[src/rtl/uart_block_tx.sv]
// Serializes one block of BYTES_PER_BLOCK bytes onto a UART line as back-to-back 8N1 frames.
// The most significant byte goes first, LSB first within each byte, and DONE pulses when the last stop bit ends.
module uart_block_tx #(
    parameter int CLOCKS_PER_BIT  = 2604,
    parameter int BYTES_PER_BLOCK = 16
) (
    input  logic                         clk,
    input  logic                         reset,
    input  logic [8*BYTES_PER_BLOCK-1:0] block_in,
    input  logic                         block_valid,
    output logic                         block_ready,
    output logic                         txd,
    output logic                         busy,
    output logic                         done
);

    localparam int BLOCK_W = 8 * BYTES_PER_BLOCK;
    localparam int BYTE_W  = (BYTES_PER_BLOCK > 1) ? $clog2(BYTES_PER_BLOCK) : 1;
    localparam logic [11:0]       LAST_TICK = 12'(CLOCKS_PER_BIT - 1);
    localparam logic [BYTE_W-1:0] LAST_BYTE = BYTE_W'(BYTES_PER_BLOCK - 1);

    typedef enum logic [1:0] {
        IDLE,
        START,
        DATA,
        STOP
    } state_t;

    state_t               state, state_n;
    logic [11:0]          bit_cnt, bit_cnt_n;
    logic [2:0]           bit_idx, bit_idx_n;
    logic [BYTE_W-1:0]    byte_idx, byte_idx_n;
    logic [BLOCK_W-1:0]   shreg, shreg_n;
    logic                 txd_n;
    logic                 done_n;
    logic                 bit_end;
    logic [7:0]           cur_byte;

    always_ff @(posedge clk or posedge reset) begin
        if (reset) begin
            state    <= IDLE;
            bit_cnt  <= '0;
            bit_idx  <= '0;
            byte_idx <= '0;
            shreg    <= '0;
            txd      <= 1'b1;
            done     <= 1'b0;
        end else begin
            state    <= state_n;
            bit_cnt  <= bit_cnt_n;
            bit_idx  <= bit_idx_n;
            byte_idx <= byte_idx_n;
            shreg    <= shreg_n;
            txd      <= txd_n;
            done     <= done_n;
        end
    end

    // TXD is registered, so the line level is derived from the next-state values.
    always_comb begin
        state_n    = state;
        bit_cnt_n  = bit_cnt;
        bit_idx_n  = bit_idx;
        byte_idx_n = byte_idx;
        shreg_n    = shreg;
        done_n     = 1'b0;
        txd_n      = 1'b1;
        cur_byte   = '0;
        bit_end    = (bit_cnt == LAST_TICK);

        case (state)
            IDLE: begin
                if (block_valid) begin
                    state_n    = START;
                    shreg_n    = block_in;
                    bit_cnt_n  = '0;
                    bit_idx_n  = '0;
                    byte_idx_n = '0;
                end
            end
            START: begin
                if (bit_end) begin
                    bit_cnt_n = '0;
                    bit_idx_n = '0;
                    state_n   = DATA;
                end else begin
                    bit_cnt_n = bit_cnt + 12'd1;
                end
            end
            DATA: begin
                if (bit_end) begin
                    bit_cnt_n = '0;
                    if (bit_idx == 3'd7) begin
                        state_n = STOP;
                    end else begin
                        bit_idx_n = bit_idx + 3'd1;
                    end
                end else begin
                    bit_cnt_n = bit_cnt + 12'd1;
                end
            end
            STOP: begin
                if (bit_end) begin
                    bit_cnt_n = '0;
                    if (byte_idx == LAST_BYTE) begin
                        state_n = IDLE;
                        done_n  = 1'b1;
                    end else begin
                        // The next byte always sits in the top eight bits of the register.
                        shreg_n    = shreg << 8;
                        byte_idx_n = byte_idx + BYTE_W'(1);
                        state_n    = START;
                    end
                end else begin
                    bit_cnt_n = bit_cnt + 12'd1;
                end
            end
            default: begin
                state_n = IDLE;
            end
        endcase

        cur_byte = shreg_n[BLOCK_W-1 -: 8];
        case (state_n)
            START:   txd_n = 1'b0;
            DATA:    txd_n = cur_byte[bit_idx_n];
            default: txd_n = 1'b1;
        endcase
    end

    assign block_ready = (state == IDLE);
    assign busy        = ~block_ready;

endmodule

[config.mk]
export PLATFORM = sky130hd
export DESIGN_NAME = uart_block_tx
export DESIGN_NICKNAME = d
export VERILOG_FILES = /design/src/rtl/uart_block_tx.sv
export SDC_FILE = /design/constraint.sdc
export NUM_CORES = 1
export LEC_CHECK = 0
export ABC_AREA = 1
export CAP_MARGIN = 20
export CORE_MARGIN = 2
export CORE_UTILIZATION = 25
export DETAILED_ROUTE_END_ITERATION = 12
export PLACE_DENSITY_LB_ADDON = 0.12
export SYNTH_ARGS = -nofsm -noshare
export SYNTH_HDL_FRONTEND = slang
export SYNTH_SLANG_ARGS = --single-unit
[constraint.sdc]
create_clock -name clk -period 5.2 [get_ports clk]
set_input_delay 1.04 -clock clk [delete_from_list [all_inputs] [get_ports clk]]
set_output_delay 1.04 -clock clk [all_outputs]
set_load 0.005 [all_outputs]
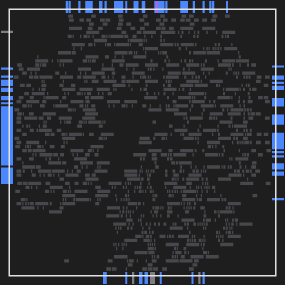
(I/O pins on the die edge)
(1.5 px per µm) Pins as bars across the die edge, other pins in grey.
| port | colour | pins | direction | edge |
|---|---|---|---|---|
| block_in | blue | 128 | input | 47 west, 40 north, 31 east, 10 south |
| reset | purple | 1 | input | north |

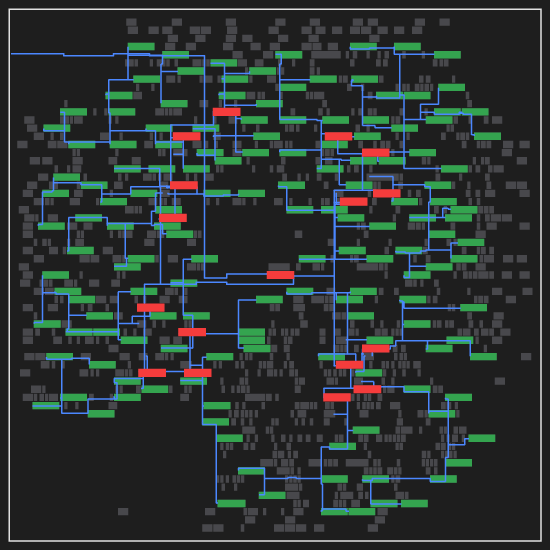
(clock wires, drivers and flops)
(3 px per µm)
[clock wires] blue | length: 2250 µm
[flip-flops] green | count: 151
[cells driving clock nets] red | count: 17
flops lie: spread over the die

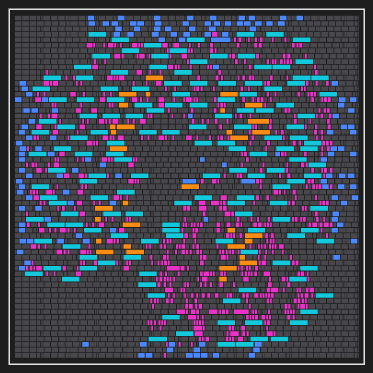
(cells coloured by class)
(2 px per µm) Fill, decap, tap and diode cells in grey.
| class | colour | cells | share of their area |
|---|---|---|---|
| flip-flops | cyan | 151 | 41% |
| all other logic | magenta | 693 | 37% |
| other buffers and delay cells | blue | 142 | 16% |
| clock drivers and dummy loads | orange | 32 | 6.4% |

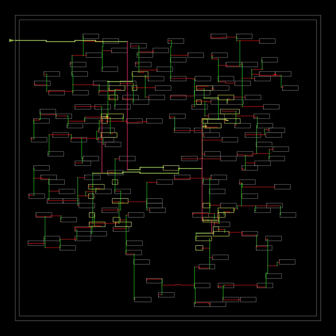
(clock wiring as the flow saved it)
Clock buffer cells: 18
FF+latch count: 151
Setup Skew: 0.01392 ns
clk latency late pin: 0.43 ns
Inserted Clock Buffers: 17

==> results_dict.tcl <==
# flow metrics
set metrics [dict create \
    status "complete, no violations" \
    clk_pin_slew_ns 0.06 \
    drt-total-wl_um 22130 \
    setup_viol 0 \
    tool_warnings 31 \
    slew_violations 0 \
    clkSinkCount 151 \
    ir_drop_mv 0.1837 \
    yosys-stat-cells 899 \
    largest-register "shreg" \
    fmax_mhz 274.4 \
    p_leak_nw 4.431 \
    syn_inst 899 \
    fin_util_pct 32.85 \
    pwr-share-clk_pct 35.9 \
    grt_max_degree 104 \
    p_seq_share_pct 40.5 \
    fin_cells 1408 \
    ys_area_mm2 0.007460 \
    place_inst 1375 \
    syn_to_final_growth_pct 29.82 \
    regArea_mm2 0.003780 \
    final_nets 1144 \
    final_area_mm2 0.009684 \
    grt_pass1_vias 6457 \
    cts_buffer_depth 2 \
    route.detailed.drc 0 \
    layout_setup_ws_ns 1.555 \
    crit_arrival_ns 3.92 \
    fp_util_pct 25.30 \
    wl_per_cell_um 15.72 \
    die_h_um 176.7 \
    r2r_cells 9 \
    hold_end "shreg[2]" \
    top_regs "shreg x128, bit_cnt x12, byte_idx x4" \
    pre_cts_slack_ns 1.123 \
    routed_via_density 4.587 \
    period_needed_ns 3.645 \
    switchingPower_w 0.001126 \
    grt_overflow 0 \
    reg2reg_to "shreg[0]" \
    first_pass_iters 4 \
    hold_viol 0 \
    gp_congestion 0.7655 \
    logic_area_mm2 0.003137 \
    fin_hold_ws_ns 0.4866 \
    cts_setup_buffers 0 \
    ios 135 \
    cts-root-buf "clkbuf_16" \
    ys_types 38 \
    final.period_utilization_pct 70.09 \
    cts_tree "yes" \
    largest_reg_flops 128 \
    track_usage_pct 14.67 \
    total_power_w 0.003490 \
    maxCapViolations 0 \
    antennaDiodeCount 0 \
    tightest_slew_ns 0.9335 \
    crit_type "in2reg" \
    dp_hpwl_um 14560 \
    rrSetupSlack_ns 1.79 \
]
## power groups by stage
stage | logic (W) | clock network [W] | registers [W]
3_5_place_dp | 0.000833 | 0 | 0.00144
6_report | 0.000822 | 0.00125 | 0.00141
5_1_grt | 0.000959 | 0.00135 | 0.00143
2_1_floorplan | 0.000589 | 0 | 0.00141
3_3_place_gp | 0.000829 | 0 | 0.00143
4_1_cts | 0.000837 | 0.00130 | 0.00141
## cells by family (layout without fill, tap and decap cells)
logic type | after synthesis | after routing | share of synthesized area [%]
buf+inv | 117 | 236 | 7.346
flops | 151 | 151 | 50.67
fa+ha+maj | 8 | 8 | 1.342
compound gates | 208 | 208 | 17.88
xor+xnor | 4 | 4 | 0.4697
simple gates | 411 | 411 | 22.29
## worst max path at each step
stage	startpoint	to	slack [ns]	cells after the start
2_1_floorplan	reset	bit_cnt[0]	0.1	1
6_report	block_valid	shreg[0]	1.56	7
5_1_grt	block_valid	shreg[65]	1.25	8
3_3_place_gp	block_valid	shreg[32]	1.14	8
4_1_cts	block_valid	shreg[29]	1.57	8
3_5_place_dp	block_valid	shreg[47]	1.12	8
## worst max-delay path, cell delays in order
cell and delay, ns:
clkdlybuf4s50_1 0.43, nor2_2 0.52, nor2_1 0.29, nand2_4 0.14
buf_4 0.49, buf_4 0.75, o21ai_0 0.16
## layer usage
metal	wire, µm	GRT usage (%)	share of wire [%]
met5	13	0	0.059
met3	1172	3.587	5.3
met2	9968	22.27	45
met4	177	4.029	0.80
met1	10800	20.76	49
## final cells by class
class | instances | share of cell area, %
clock buffer | 18 | 4.535
clock inverter | 14 | 1.563
inverter | 62 | 2.506
multi-input combinational | 631 | 32.39
sequential | 151 | 39.03
tap | 390 | 5.039
timing repair buffer | 142 | 14.94
## synthesized netlist by cell type
cell | number | area, µm²
buf_1 | 4 | 15.01
dfrtp_1 | 150 | 3754
a31o_2 | 1 | 8.760
buf_6 | 7 | 78.83
nand3_1 | 24 | 120.1
dfstp_2 | 1 | 26.28
inv_2 | 6 | 22.52
nand3_2 | 1 | 10.01
o21bai_4 | 1 | 18.77
clkinv_1 | 3 | 11.26
a211oi_1 | 3 | 22.52
nor2_2 | 7 | 43.79
nor2_4 | 1 | 11.26
nand4_1 | 8 | 50.05
o22ai_1 | 5 | 31.28
xor2_1 | 3 | 26.28
nor3b_1 | 1 | 7.510
nand2_1 | 163 | 611.8
inv_1 | 53 | 198.9
nor3_1 | 6 | 30.03
a32o_1 | 1 | 10.01
ha_1 | 8 | 100.1
a21oi_1 | 111 | 555.5
o21ai_2 | 1 | 8.760
a31oi_1 | 1 | 6.260
a22oi_1 | 4 | 30.03
nand2_2 | 3 | 18.77
a221oi_1 | 63 | 551.8
nor4_4 | 1 | 21.27
clkbuf_1 | 17 | 63.81
nor2_1 | 195 | 732.0
or2_2 | 1 | 6.260
buf_2 | 18 | 90.09
xnor2_1 | 1 | 8.760
o21ai_1 | 1 | 5.000
o211ai_1 | 2 | 15.01
o21ai_0 | 14 | 70.07
buf_4 | 9 | 67.56
Power figures rest on the tool's default switching activity, not on a simulated workload.
